File: src/rtl/uart_rx.sv
`timescale 1ns/1ps
// uart_rx: 8N1 receiver with free-running 16x tick,
// 2-flop synchronizer, start validation and stop check.
module uart_rx #(
   parameter int CLOCK_FREQ = 50_000_000,
   parameter int BAUD_RATE  = 9600,
   parameter int OVERSAMPLE = 16
) (
   input  logic       clk,
   input  logic       rst,
   input  logic       rx,
   output logic [7:0] rx_data,
   output logic       rx_valid,
   output logic       frame_err,
   output logic       rx_busy
);

   localparam int TICK_DIV = CLOCK_FREQ / (BAUD_RATE * OVERSAMPLE);
   localparam logic [31:0] TICK_MAX = 32'(TICK_DIV - 1);

   typedef enum logic [2:0] {
      S_IDLE,
      S_START,
      S_DATA,
      S_STOP,
      S_BREAK
   } state_e;

   logic        sync1_q;
   logic        sync2_q;
   logic        rx_s;
   logic [31:0] cnt_q;
   logic [31:0] cnt_d;
   logic        tick;
   state_e      state_q;
   logic [3:0]  smp_q;
   logic [2:0]  bit_q;
   logic [7:0]  shift_q;
   logic [7:0]  data_q;
   logic        valid_q;
   logic        ferr_q;
   logic        busy_q;

   assign rx_s = sync2_q;

   always_ff @(posedge clk) begin
      if (rst) begin
         sync1_q <= 1'b1;
         sync2_q <= 1'b1;
      end else begin
         sync1_q <= rx;
         sync2_q <= sync1_q;
      end
   end

   // Free-running tick; never re-phased by line activity
   assign tick = (cnt_q == TICK_MAX);

   always_comb begin
      cnt_d = cnt_q + 32'd1;
      if (tick) cnt_d = 32'd0;
   end

   always_ff @(posedge clk) begin
      if (rst) cnt_q <= 32'd0;
      else     cnt_q <= cnt_d;
   end

   always_ff @(posedge clk) begin
      if (rst) begin
         state_q <= S_IDLE;
         smp_q   <= 4'd0;
         bit_q   <= 3'd0;
         shift_q <= 8'h00;
         data_q  <= 8'h00;
         valid_q <= 1'b0;
         ferr_q  <= 1'b0;
         busy_q  <= 1'b0;
      end else begin
         valid_q <= 1'b0;
         ferr_q  <= 1'b0;
         if (tick) begin
            unique case (state_q)
               S_IDLE: begin
                  if (!rx_s) begin
                     state_q <= S_START;
                     smp_q   <= 4'd0;
                     busy_q  <= 1'b1;
                  end
               end
               S_START: begin
                  if (smp_q == 4'd7) begin
                     if (!rx_s) begin
                        state_q <= S_DATA;
                        smp_q   <= 4'd0;
                        bit_q   <= 3'd0;
                     end else begin
                        state_q <= S_IDLE;
                        busy_q  <= 1'b0;
                     end
                  end else begin
                     smp_q <= smp_q + 4'd1;
                  end
               end
               S_DATA: begin
                  if (smp_q == 4'd15) begin
                     shift_q <= {rx_s, shift_q[7:1]};
                     smp_q   <= 4'd0;
                     if (bit_q == 3'd7) state_q <= S_STOP;
                     else               bit_q   <= bit_q + 3'd1;
                  end else begin
                     smp_q <= smp_q + 4'd1;
                  end
               end
               S_STOP: begin
                  if (smp_q == 4'd15) begin
                     smp_q <= 4'd0;
                     if (rx_s) begin
                        data_q  <= shift_q;
                        valid_q <= 1'b1;
                        state_q <= S_IDLE;
                        busy_q  <= 1'b0;
                     end else begin
                        ferr_q  <= 1'b1;
                        state_q <= S_BREAK;
                     end
                  end else begin
                     smp_q <= smp_q + 4'd1;
                  end
               end
               S_BREAK: begin
                  if (rx_s) begin
                     state_q <= S_IDLE;
                     busy_q  <= 1'b0;
                  end
               end
               default: begin
                  state_q <= S_IDLE;
                  busy_q  <= 1'b0;
               end
            endcase
         end
      end
   end

   assign rx_data   = data_q;
   assign rx_valid  = valid_q;
   assign frame_err = ferr_q;
   assign rx_busy   = busy_q;

endmodule
File: config.mk
export PLATFORM = sky130hd
export DESIGN_NAME = uart_rx
export DESIGN_NICKNAME = d
export VERILOG_FILES = /design/src/rtl/uart_rx.sv
export SDC_FILE = /design/constraint.sdc
export NUM_CORES = 1
export LEC_CHECK = 0
export CORE_ASPECT_RATIO = 0.8
export CORE_MARGIN = 2
export CORE_UTILIZATION = 30
export CTS_BUF_LIST = sky130_fd_sc_hd__clkbuf_4
export DETAILED_ROUTE_END_ITERATION = 7
export PLACE_DENSITY = 0.55
export REMOVE_ABC_BUFFERS = 1
export SYNTH_ARGS = -nofsm -noshare
export SYNTH_HDL_FRONTEND = slang
export SYNTH_SLANG_ARGS = --single-unit
File: constraint.sdc
create_clock -name clk -period 2.2 [get_ports clk]
set_input_delay 0.55 -clock clk [delete_from_list [all_inputs] [get_ports clk]]
set_output_delay 0.55 -clock clk [all_outputs]
set_load 0.02 [all_outputs]
==> run_1/met1.png <==
Scale bar: 20 µm. Cells faint in the background.
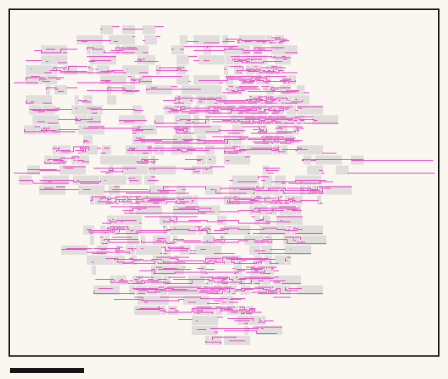
wire length on this layer: 3340 µm
share of all routed wire: 53%
routed wire length: 6330 µm
grt met1 use: 18.6%
vias: 2486

==> run_1/met2.png <==
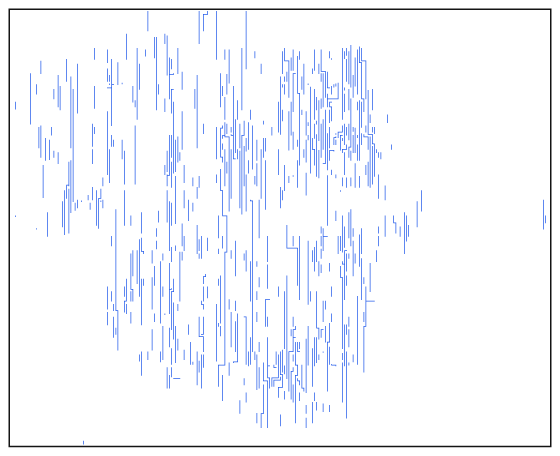
longest straight run: 32.5 µm
share of all routed wire: 41%
nets with wire on the layer: 301
main direction: vertical
wire length on this layer: 2600 µm
met2 Use GR: 17.7%

==> out/qor.csv, run 1 <==
metric;value;unit
status;finished clean;
cts_buffer_depth;2;
p_leak;1.18;nW
tap_cells;136;
reg2reg_to;bit_q[0];
via_per_inst;4.89;
layout-drive-gt1-share;13.2;%
dominant-cell-class;combinational gates;
met2_length;2600;µm
ant_nets;0;
drt-met1-wl;3340;µm
endpoint;bit_q[0];
worstSetupPathType;reg2reg;
dp_hpwl;4350;µm
post_cts_resized;0;
ys_types;49;
root_buffer;clkbuf_4;
crit_family;simple AND/OR/NAND/NOR gates;
synth_top_area_share;41.7;%
rows;32;
highest_layer;met4;
worstHoldEndpoint;rx_s;
numCtsBuffers;9;
hp-class;reg2reg;
ys_cells;344;
dieArea;10900;µm²
nets;375;
stdcell_count;508;
dp_slack;205;ps
diodes;0;
muxShareOfSynthArea;6.67;%
critical_path.startpoint;smp_q[1];
tritoncts;done;
hp-start;sync1_q;
layout_top_cells;dfxtp_1 (63), nor2_1 (61), xnor2_1 (25);
synthTopCellsByArea;dfxtp_1 (42%), nor2_1 (7.6%), xnor2_1 (7.2%);
grt_setup_unrepaired;no;
topCombFamilyByArea;simple AND/OR/NAND/NOR gates;
switching_share;22.4;%
power.group.top;sequential cells;
crit_chain;ha_1, and2_0, nand2_1, o31a_1, nor4_4, mux2_1;
comb_power_share;4.4;%
period_minus_slack;2030;ps
worst_pin_slew;541;ps
crit_path_max_incr_delay;420;ps
power;2.28;mW
dpl.cell_count;492;
hold_viol_final;0;
grt_pass1_vias;2332;
fa_ha_area_share;2.07;%
seq_share;35.2;%
fin_crit_sh;92.2;%
syn_avg_cell_area;8.78;µm²
warnings;26;
slew_headroom;63.7;%
p_clk;1.02;mW
fin_tns_setup;0;ps
die_w;116;µm
clk_pin_slew;110;ps
yosys.area.top_type;dfxtp_1;
path_buffers;0;
io_buffers;13;
grt_pass1_wl;11200;µm
gr-total-overflow;0;
dr.pass1.iters;4;
timing.rr.start;smp_q[1];
peakVddDrop;0.000272;V
==> run_1/met3.png <==
Scale bar: 20 µm.
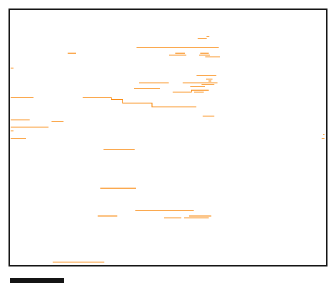
share of all routed wire: 4.9%
wire length on this layer: 307 µm
main direction: horizontal
longest straight run: 29.9 µm
GRT met3 Usage: 3.94%

==> run_1/final_clocks.png <==
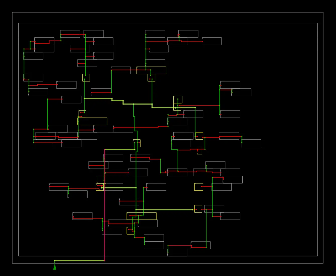
clock buffers: 9
flip-flops: 63
Clock Latency Late Sink: 410 ps
skew final: 14.6 ps

==> inputs of run 2 (changes only) <==
--- a/config.mk
+++ b/config.mk
@@ -10,7 +10,8 @@
 export CORE_UTILIZATION = 30
 export CTS_BUF_LIST = sky130_fd_sc_hd__clkbuf_4
 export DETAILED_ROUTE_END_ITERATION = 7
-export PLACE_DENSITY = 0.55
+export GPL_TIMING_DRIVEN = 0
+export PLACE_DENSITY = 0.53
 export REMOVE_ABC_BUFFERS = 1
 export SYNTH_ARGS = -nofsm -noshare
 export SYNTH_HDL_FRONTEND = slang
==> constraint.sdc (replaced) <==
create_clock -name clk -period 1.9 [get_ports clk]
set_input_delay 0.475 -clock clk [delete_from_list [all_inputs] [get_ports clk]]
set_output_delay 0.475 -clock clk [all_outputs]
set_load 0.02 [all_outputs]
==> run_2/met2.png <==
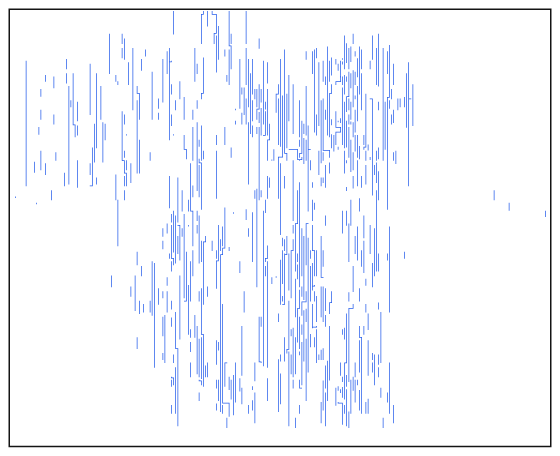
longest straight run: 33.8 µm
share of all routed wire: 44%
nets with wire on the layer: 305
vias: 2497
met2 Use GR: 18.7%
routed wire length: 6710 µm

==> run_2/met1.png <==
Scale bar: 20 µm. Cells faint in the background.
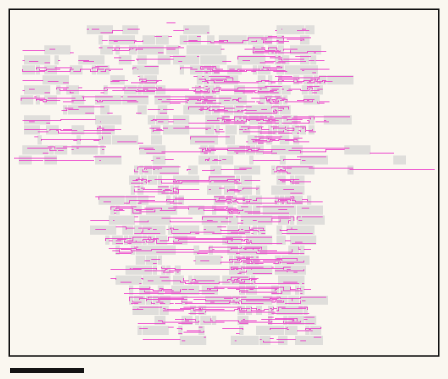
share of all routed wire: 50%
nets with wire on the layer: 353
wire length on this layer: 3360 µm
main direction: horizontal

==> out/qor.csv, run 2 <==
metric;value;unit;change
path_buffers;1;;+1
fin_tns_setup;0;ps;unchanged
hold_viol_final;0;;unchanged
period_minus_slack;1900;ps;-133 ps
dp_slack;-1310;ps;-1510 ps
dr.pass1.iters;4;;unchanged
power.group.top;sequential cells;;
layout_top_cell;nor2_1;;
crit_chain;inv_2, ha_4, nor4b_4, nand4_2, or2_4, nor4_4, mux2_4;;
stdcell_count;510;;+0.39%
path_depth;7;;
maxCapViolCount;0;;
worstHoldEndpoint;rx_s;;
crit_family;simple AND/OR/NAND/NOR gates;;
synthTopCellsByArea;dfxtp_1 (42%), nor2_1 (7.6%), xnor2_1 (7.2%);;
drt-met1-wl;3360;µm;+0.60%
endpoint;bit_q[0];;
cts_buffer_depth;2;;unchanged
power;2.40;mW;+5.0%
ant_nets;0;;unchanged
root_buffer;clkbuf_4;;
nClkBuffers;9;;unchanged
yosys.area.top_type;dfxtp_1;;
timing.rr.start;cnt_q[1];;
nets;376;;+0.27%
synth_top_area_share;41.7;%;unchanged
met2_length;2980;µm;+15%
htree_levels;3;;
gr-total-overflow;0;;unchanged
dominant-cell-class;combinational gates;;
critical_path.startpoint;cnt_q[1];;
layout_top_cells;nor2_1 (60), dfxtp_1 (47), xnor2_1 (25);;
status;finished clean;;
crit_path_max_incr_delay;350;ps;-70 ps
io_buffers;13;;unchanged
reg2reg_to;bit_q[0];;
layout-drive-gt1-share;25.7;%;+13 points
muxShareOfSynthArea;6.67;%;unchanged
switching_share;25.7;%;+3.3 points
dp_hpwl;3890;µm;-11%
grt_setup_unrepaired;yes;;
numCtsBuffers;9;;unchanged
worst_pin_slew;699;ps;+158 ps
post_cts_resized;26;;+26
drc_errors;0;;
tap_cells;136;;unchanged
peakVddDrop;0.000333;V;+22%
hp-start;sync1_q;;
slew_headroom;53.4;%;-10 points
nFlopsAndLatches;63;;unchanged
use_met3;3.48;%;-0.45 points
warnings;28;;+7.7%
edf_count;0;;
worstSetupPathType;reg2reg;;
ys_cells;344;;unchanged
dieArea;10900;µm²;unchanged
via_per_inst;4.90;;about the same
ys_types;49;;unchanged
fa_ha_area_share;2.07;%;unchanged
die_w;116;µm;unchanged
met1_usage;16.7;%;-1.9 points
clk_pin_slew;120;ps;about the same
fin_crit_sh;99.8;%;+7.6 points
netlist_instances;344;;
fin_skew;15.5;ps;+0.836 ps
dpl.cell_count;473;;-3.9%
grt_pass1_wl;10800;µm;-3.8%
p_leak;1.32;nW;+12%
grt_pass1_vias;2263;;-3.0%
rows;32;;unchanged
clk-insertion-delay-late;410;ps;about the same
comb_power_share;5.0;%;+0.6 points
hp-class;reg2reg;;
p_seq_share;56.1;%;
==> inputs of run 3 (changes only) <==
--- a/config.mk
+++ b/config.mk
@@ -8,9 +8,10 @@
 export CORE_ASPECT_RATIO = 0.8
 export CORE_MARGIN = 2
 export CORE_UTILIZATION = 30
-export CTS_BUF_LIST = sky130_fd_sc_hd__clkbuf_4
+export CTS_BUF_LIST = sky130_fd_sc_hd__clkbuf_4 sky130_fd_sc_hd__clkbuf_8
 export DETAILED_ROUTE_END_ITERATION = 7
 export GPL_TIMING_DRIVEN = 0
+export HOLD_SLACK_MARGIN = 0.03
 export PLACE_DENSITY = 0.53
 export REMOVE_ABC_BUFFERS = 1
 export SYNTH_ARGS = -nofsm -noshare
==> run_3/met1.png <==
Scale bar: 20 µm. Cells faint in the background.
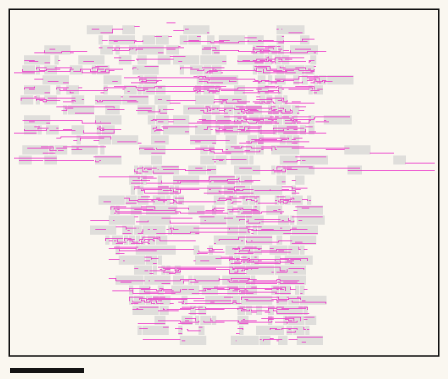
main direction: horizontal
share of all routed wire: 50%
routed wire length: 6650 µm
grt met1 use: 16.4%
vias: 2473

==> run_3/drive_strength.png <==
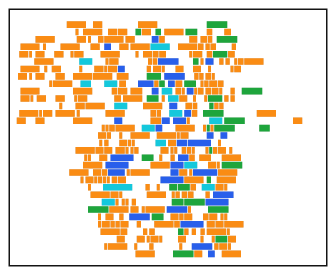
legend:
  cyan:
    size: drive 6 and up
    cells: 15
  blue:
    size: drive 3 to 4
    cells: 35
  orange:
    size: drive 1 or less
    cells: 286
  green:
    size: drive 2
    cells: 33
Setup WS post-layout: -53.2 ps
Signal buffers: 28

==> out/qor.csv, run 3 <==
metric;value;unit;change
hp-start;sync1_q;;
cts.sinks;63;;
required;2130;ps;
path_buffers;1;;unchanged
ctsHoldBuffers;0;;
inv_count;9;;
warnings;28;;unchanged
placed_cell_area;3240;µm²;
slew_headroom;50.1;%;-3.3 points
grt_start_max_net_pins;36;;
power.group.top;sequential cells;;
use_met2;19.3;%;+0.58 points
nFillCells;956;;
netlist_instances;344;;unchanged
cts_setup_buffers;12;;
setup_viol;14;;
clk_pin_slew;80;ps;-40 ps
p_clk;1.17;mW;
use_met3;4.45;%;+0.97 points
drc_errors;0;;unchanged
violations;negative setup slack;;
initial_core_util;31.1;%;
post_cts_resized;30;;+15%
area_delta_synth_final;26.7;%;
hold_viol_final;0;;unchanged
yosys.area_share.simple;29.4;%;
layout_top_cell;nor2_1;;
ant_nets;0;;unchanged
p_seq_share;51.2;%;-4.9 points
io_buffers;13;;unchanged
synth_xor_xnor_area_share;8.70;%;
dr.pass1.iters;4;;unchanged
topCombFamilyByArea;simple AND/OR/NAND/NOR gates;;
io_pins;14;;
wl_per_cell;13.2;µm;
crit_path_max_incr_delay;350;ps;about the same
rows;32;;unchanged
critical_path.startpoint;cnt_q[1];;
peakVddDrop;0.000263;V;-21%
period_minus_slack;1950;ps;+57.0 ps
endpoint;bit_q[0];;
status;finished with violations;;
muxShareOfSynthArea;6.67;%;unchanged
clk-insertion-delay-late;340;ps;-70 ps
nClkBuffers;9;;unchanged
pg_seq;1.35;mW;
worstHoldEndpoint;rx_s;;
grt_pass1_wl;10800;µm;about the same
highest_layer;met4;;
dominant-cell-class;combinational gates;;
crit_family;simple AND/OR/NAND/NOR gates;;
intPower;1.98;mW;
worstSetupPathType;reg2reg;;
drtIter0Drc;98;;
switching_share;24.5;%;-1.2 points
stdcell_count;505;;-0.98%
met2_length;3000;µm;+0.40%
reg2reg_to;bit_q[0];;
synthTopCellsByArea;dfxtp_1 (42%), nor2_1 (7.6%), xnor2_1 (7.2%);;
power;2.63;mW;+9.6%
drt-met1-wl;3350;µm;about the same
fin_crit_sh;103;%;+3.0 points
clk_share;5.16;%;
path_depth;7;;unchanged
logic_area;1880;µm²;
grt_setup_unrepaired;yes;;
dp_slack;-1310;ps;unchanged
root_buffer;clkbuf_8;;
cts_buffer_depth;2;;unchanged
seq_share;33.4;%;
grt_pass1_vias;2264;;+0.044%
via_per_inst;4.90;;about the same
ys_warn_count;0;;
numCtsBuffers;9;;unchanged
largest_register_ffs;32;;
dpl.cell_count;473;;unchanged
ys_types;49;;unchanged
nets;372;;-1.1%
htree_levels;3;;unchanged
comb_power_share;4.3;%;-0.7 points
nFlopsAndLatches;63;;unchanged
hold_depth;1;;
netlist_area;3020;µm²;
hp-class;reg2reg;;
yosys.area.top_type;dfxtp_1;;
fin_tns_setup;-325;ps;-325 ps
crit_chain;inv_2, ha_4, nor4b_4, nand4_2, or2_4, nor4_4, mux2_1;;
timing.rr.start;cnt_q[1];;
drv_slew;0;;
yosysMostFrequentCell;dfxtp_1;;
chipHeight;93.8;µm;
clkPwrFrac;44.5;%;
synth_top_area_share;41.7;%;unchanged
hold_ws;408;ps;
tap_cells;136;;unchanged
layout-drive-gt1-share;22.5;%;-3.2 points
fa_ha_area_share;2.07;%;unchanged
top_usage_layer;met2;;
ys_seq_elements;63;;
worst_pin_slew;748;ps;+49.7 ps
die_w;116;µm;unchanged
async_flop_share;0;%;
power_per_cell_area;686;nW/µm²;
dieArea;10900;µm²;unchanged
route.met3.wl;204;µm;
p_comb;0.114;mW;
postLayoutCellArea;3830;µm²;
maxCapViolCount;0;;unchanged
gr-total-overflow;0;;unchanged
fin_skew;11.1;ps;-4.35 ps
arrival;2180;ps;
ys_cells;344;;unchanged
p_leak;1.27;nW;-3.7%
syn_avg_cell_area;8.78;µm²;
setup_ws;-53.2;ps;
flop_cell;dfxtp_1;;
edf_count;0;;unchanged
dp_hpwl;3890;µm;unchanged
layout_top_cells;nor2_1 (60), dfxtp_1 (51), xnor2_1 (25);;
layout.nonclk_buf_share;7.09;%;
worstPathMaxFanout;7;;
Power and IR drop assume default switching activity.
